--- config.mk ---
export PLATFORM = sky130hd
export DESIGN_NAME = adc_capture_avg
export DESIGN_NICKNAME = d
export VERILOG_FILES = /design/src/rtl/adc_capture_avg.sv
export SDC_FILE = /design/constraint.sdc
export NUM_CORES = 1
export LEC_CHECK = 0
export ABC_AREA = 1
export CAP_MARGIN = 5
export CORE_MARGIN = 3
export CORE_UTILIZATION = 55
export CTS_BUF_LIST = sky130_fd_sc_hd__clkbuf_4
export DETAILED_ROUTE_END_ITERATION = 8
export HOLD_SLACK_MARGIN = 0.15
export MAX_ROUTING_LAYER = met4
export PLACE_DENSITY = 0.81
export SETUP_SLACK_MARGIN = 0.02
export SLEW_MARGIN = 20
export SYNTH_ARGS = -nofsm -noshare
export SYNTH_HDL_FRONTEND = slang
export SYNTH_SLANG_ARGS = --single-unit
--- constraint.sdc ---
create_clock -name clk_pin_p -period 2.2 [get_ports clk_pin_p]
set_clock_uncertainty 0.2 [all_clocks]
set_input_delay 0.44 -clock clk_pin_p [delete_from_list [all_inputs] [get_ports clk_pin_p]]
set_output_delay 0.44 -clock clk_pin_p [all_outputs]
set_load 0.01 [all_outputs]
--- src/rtl/adc_capture_avg.sv ---
// Multi-channel ADC capture: input pipeline, boxcar decimation, valid/ready output with overrun flag.
// Define ADC_SIGNED_EN to treat samples as offset binary and produce two's-complement averages.
module adc_capture_avg #(
   parameter int unsigned DATA_W     = 8,
   parameter int unsigned NUM_CH     = 2,
   parameter int unsigned SYNC_DEPTH = 3,
   parameter int unsigned DECIM_LOG2 = 2,
   parameter int unsigned CNT_W      = 8
) (
   input  logic                     clk_pin_p,
   input  logic                     rst_pin,
   input  logic [NUM_CH*DATA_W-1:0] adc_in,
   input  logic                     adc_en,
   input  logic                     out_ready,
   input  logic                     overrun_clr,
   output logic [NUM_CH*DATA_W-1:0] avg_out,
   output logic                     out_valid,
   output logic                     overrun,
   output logic [CNT_W-1:0]         sample_cnt
);

   localparam int unsigned BUS_W = NUM_CH * DATA_W;
   localparam int unsigned ACC_W = DATA_W + DECIM_LOG2;
   localparam int unsigned PH_W  = (DECIM_LOG2 > 0) ? DECIM_LOG2 : 1;
   localparam logic [PH_W-1:0] PH_LAST = PH_W'((1 << DECIM_LOG2) - 1);

   logic [BUS_W-1:0] pipe_q [SYNC_DEPTH];
   logic             en_q   [SYNC_DEPTH];
   logic [ACC_W-1:0] acc_q  [NUM_CH];
   logic [ACC_W-1:0] acc_d  [NUM_CH];
   logic [ACC_W-1:0] sum_c  [NUM_CH];
   logic [PH_W-1:0]  phase_q;
   logic [PH_W-1:0]  phase_d;
   logic [BUS_W-1:0] res_c;
   logic [BUS_W-1:0] s_last_c;
   logic             en_last_c;
   logic             blk_done_c;
   logic             accept_c;
   logic [BUS_W-1:0] avg_d;
   logic             valid_d;
   logic             ovr_d;
   logic [CNT_W-1:0] cnt_d;

   // Data and enable travel together; the pipeline shifts every cycle.
   always_ff @(posedge clk_pin_p or negedge rst_pin) begin
      if (!rst_pin) begin
         for (int i = 0; i < SYNC_DEPTH; i++) begin
            pipe_q[i] <= '0;
            en_q[i]   <= 1'b0;
         end
      end else begin
         pipe_q[0] <= adc_in;
         en_q[0]   <= adc_en;
         for (int i = 1; i < SYNC_DEPTH; i++) begin
            pipe_q[i] <= pipe_q[i-1];
            en_q[i]   <= en_q[i-1];
         end
      end
   end

   assign s_last_c   = pipe_q[SYNC_DEPTH-1];
   assign en_last_c  = en_q[SYNC_DEPTH-1];
   assign blk_done_c = en_last_c && (phase_q == PH_LAST);
   assign accept_c   = out_valid && out_ready;

   for (genvar k = 0; k < NUM_CH; k++) begin : g_ch
      logic [DATA_W-1:0] samp;
      logic [ACC_W-1:0]  samp_ext;
`ifdef ADC_SIGNED_EN
      // Offset binary to two's complement is an MSB flip.
      assign samp     = s_last_c[k*DATA_W +: DATA_W] ^ (DATA_W'(1) << (DATA_W - 1));
      assign samp_ext = ACC_W'($signed(samp));
      assign sum_c[k] = acc_q[k] + samp_ext;
      assign res_c[k*DATA_W +: DATA_W] = DATA_W'($signed(sum_c[k]) >>> DECIM_LOG2);
`else
      assign samp     = s_last_c[k*DATA_W +: DATA_W];
      assign samp_ext = ACC_W'(samp);
      assign sum_c[k] = acc_q[k] + samp_ext;
      assign res_c[k*DATA_W +: DATA_W] = DATA_W'(sum_c[k] >> DECIM_LOG2);
`endif
   end

   // Accumulate while enabled; a completed block or an enable gap restarts from zero.
   always_comb begin
      phase_d = '0;
      for (int k = 0; k < NUM_CH; k++) acc_d[k] = '0;
      if (en_last_c && !blk_done_c) begin
         phase_d = phase_q + PH_W'(1);
         for (int k = 0; k < NUM_CH; k++) acc_d[k] = sum_c[k];
      end
   end

   // Output handshake: a result loads only into a free or draining slot, otherwise it is dropped.
   always_comb begin
      avg_d   = avg_out;
      valid_d = out_valid;
      ovr_d   = overrun;
      cnt_d   = sample_cnt;
      if (accept_c) cnt_d = sample_cnt + CNT_W'(1);
      if (blk_done_c && (!out_valid || out_ready)) begin
         avg_d   = res_c;
         valid_d = 1'b1;
      end else if (accept_c) begin
         valid_d = 1'b0;
      end
      if (blk_done_c && out_valid && !out_ready) ovr_d = 1'b1;
      else if (overrun_clr)                      ovr_d = 1'b0;
   end

   always_ff @(posedge clk_pin_p or negedge rst_pin) begin
      if (!rst_pin) begin
         for (int k = 0; k < NUM_CH; k++) acc_q[k] <= '0;
         phase_q    <= '0;
         avg_out    <= '0;
         out_valid  <= 1'b0;
         overrun    <= 1'b0;
         sample_cnt <= '0;
      end else begin
         for (int k = 0; k < NUM_CH; k++) acc_q[k] <= acc_d[k];
         phase_q    <= phase_d;
         avg_out    <= avg_d;
         out_valid  <= valid_d;
         overrun    <= ovr_d;
         sample_cnt <= cnt_d;
      end
   end

endmodule

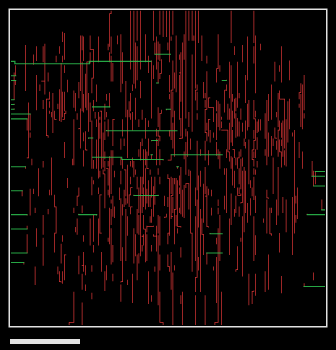
Run 1: routed metal, one color a layer
The bar under the picture is 20 µm long. Only two layers are drawn.
- green: met3 (wire length 189 µm)
- red: met2 (wire length 3350 µm)

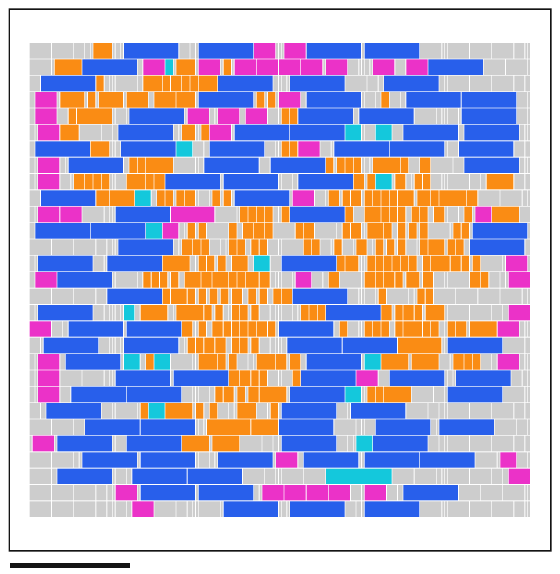
Run 1: cells colored by class
The bar under the picture is 20 µm long. Fill, decap, tap and diode cells in gray.
- magenta: other buffers and delay cells (cells 51)
- blue: flops (cells 99)
- orange: all other logic (cells 253)
- cyan: clock drivers and dummy loads (cells 16)
Core Area: 6568 µm²
# rows: 29
post-route cell area: 4596 µm²
final core utilization: 69.98%

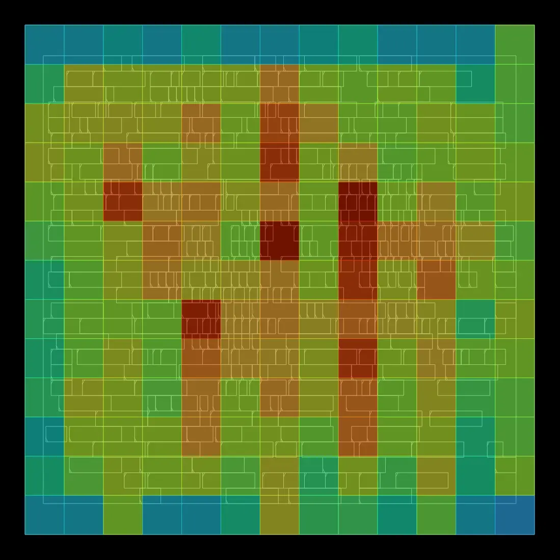
Run 1: congestion heat map
WL/cell: 12.58 µm
gr usage total: 18.35%

==> flow_summary.yaml, run 1 <==
# flow metrics
yosys:
  top_cells_by_area: "dfrtp_1 (64%), nand2_1 (8.9%), ha_1 (5.8%), nor2_1 (3.4%), nand3_1 (3.0%)"
  netlist_top_cells_count: "dfrtp_1 (99), nand2_1 (91), nor2_1 (35), inv_1 (30), nand3_1 (23)"
  ys_types: 27
  syn_avg_cell_area_um2: 10.83
  yosys.area_share.xor_xnor_pct: 2.953
finish:
  multiInputCombCellCount: 222
  largestRegisters: "pipe_q (32), acc_q (20)"
  seqCellArea_um2: 2477
  final_cell_mix: "dfrtp_1 (99), nand2_1 (91), clkdlybuf4s50_1 (45)"
route:
  first_iter_violations: 145
power_and_ir_drop:
  p_per_area_nw_per_um2: 1040
  power-top-group: "registers"
  seq-power_w: 0.00233
  power_clock_w: 0.000916
flow_run:
  tool_warnings: 26
  maxCapViolations: 0
global_routing:
  overflow: 0
  grt_pass1_vias: 2614
  grt_pass1_wl_um: 11690
clock_tree:
  htreeDepth: 3
  cts-hold-fix-buffers: 1
  cts_made_buffers: 9
  clockBufferDepth: 2
  path_clk_slew_ns: 0.14
status:
  status: "completed"
critical_path:
  crit_buf_inv: 1
  reg2reg_from: "s_last_c[0]"
  cp_top_family: "buffers and inverters"
sta:
  finalClockPeriodUsage_pct: 95.59
  worst_pin_slew_ns: 0.4412
placed_design:
  io_buffers: 46
  post-dp-hpwl_um: 4639
worst_hold_path:
  whs_path_depth: 0
[run 1: layer usage]
| metal | global-route usage [%] | wire [µm] | vias up |
|---|---|---|---|
| met3 | 3.506 | 189 | 16 |
| li1 | - | - | 1250 |
| met5 | - | 0 | - |
| met2 | 30.64 | 3349 | 37 |
| met1 | 22.09 | 2754 | 1239 |
| met4 | 7.663 | 148 | 0 |
[run 1: metrics by stage]
stage | setup WS, ns | util, % | cells | hold WS (ns)
finish | 0.09706 | 69.98 | 512 | 0.1535
global route | 0.02739 | 69.98 | 512 | 0.1705
CTS | 0.07174 | 69.98 | 512 | 0.1628
detailed placement | 0.1326 | 67.75 | 495 | 0.1347
global placement | 0.2423 | 67.75 | 495 | 0.1316
floorplan | 0.4441 | - | 356 | -0.05559
--- run 2 (diff from run 1) ---
CTS_CLUSTER_DIAMETER = 200   (was default)
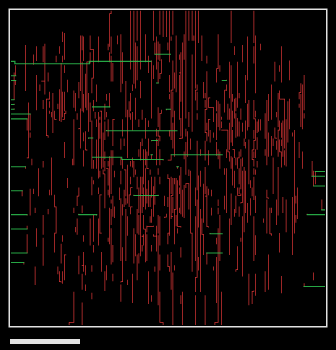
Run 2: routed metal, one color a layer
The bar under the picture is 20 µm long. Only two layers are drawn.
- green: met3 (wire length 189 µm)
- red: met2 (wire length 3350 µm)

==> flow_summary.yaml, run 2 <==
# flow metrics
finish:
  final_cells: 512
  final_cell_mix: "dfrtp_1 (99), nand2_1 (91), clkdlybuf4s50_1 (45)"
  seqCellArea_um2: 2477
  final_area_um2: 4596
  largestRegisters: "pipe_q (32), acc_q (20)"
yosys:
  top_cells_by_area: "dfrtp_1 (64%), nand2_1 (8.9%), ha_1 (5.8%), nor2_1 (3.4%), nand3_1 (3.0%)"
  ys_types: 27
  syn_avg_cell_area_um2: 10.83
  yosys.area_share.xor_xnor_pct: 2.953
  netlist_top_cells_count: "dfrtp_1 (99), nand2_1 (91), nor2_1 (35), inv_1 (30), nand3_1 (23)"
sta:
  finalWorstSetupSlack_ns: 0.09706
  worst_pin_slew_ns: 0.4412
flow_run:
  tool_warnings: 26
  maxCapViolations: 0
clock_tree:
  path_clk_slew_ns: 0.14
  htreeDepth: 3
  clockBufferDepth: 2
critical_path:
  crit_buf_inv: 1
floorplanning:
  rows: 29
  design.core.area_um2: 6568
global_routing:
  met3_usage_pct: 3.506
  gr-usage-met1_pct: 22.09
  grt_util_met2_pct: 30.64
  grt_pass1_wl_um: 11690
route:
  highest_layer: "met4"
  first_iter_violations: 145
  wl_per_cell_um: 12.58
  route.met2.wl_um: 3349
status:
  status: "completed"
placed_design:
  dpl_worst_slack_ns: 0.1326
power_and_ir_drop:
  p_per_area_nw_per_um2: 1040
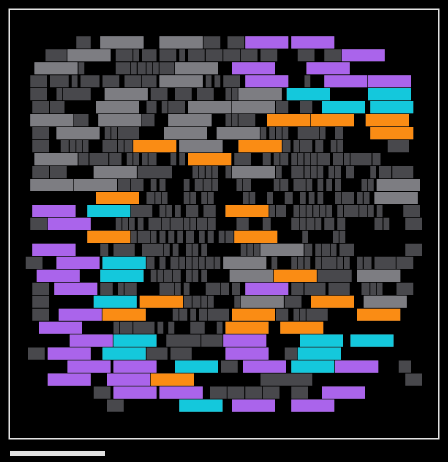
Run 2: register map, names as in the netlist
The bar under the picture is 20 µm long. Other sequential cells in the stronger gray, the rest of the logic in the fainter gray.
- orange: `acc_q` (sequential cells 20)
- cyan: `s_last_c` (sequential cells 16; where spread over the die)
- purple: `pipe_q` (sequential cells 32; where spread over the die)
- not colored: 31

-- run 2: power breakdown --
group	total, W	switching (W)	internal, W
logic	0.00153	0.000820	0.000712
registers	0.00233	0.000193	0.00214
clock network	0.000916	0.000549	0.000367
-- run 2: path summary, 6_finish.rpt --
check / slack [ns] / endpoint / from
worst max-delay path: 0.1 / sample_cnt[3] / sample_cnt[3]
worst min register to register: 0.15 / s_last_c[7] / pipe_q[23]
min in group asynchronous: 0.27 / pipe_q[43] / rst_pin
worst max register to register: 0.24 / avg_out[4] / s_last_c[0]
worst min-delay path: 0.15 / s_last_c[7] / pipe_q[23]
max in group asynchronous: 0.84 / pipe_q[38] / rst_pin
Power is estimated from default activity; no workload was simulated.
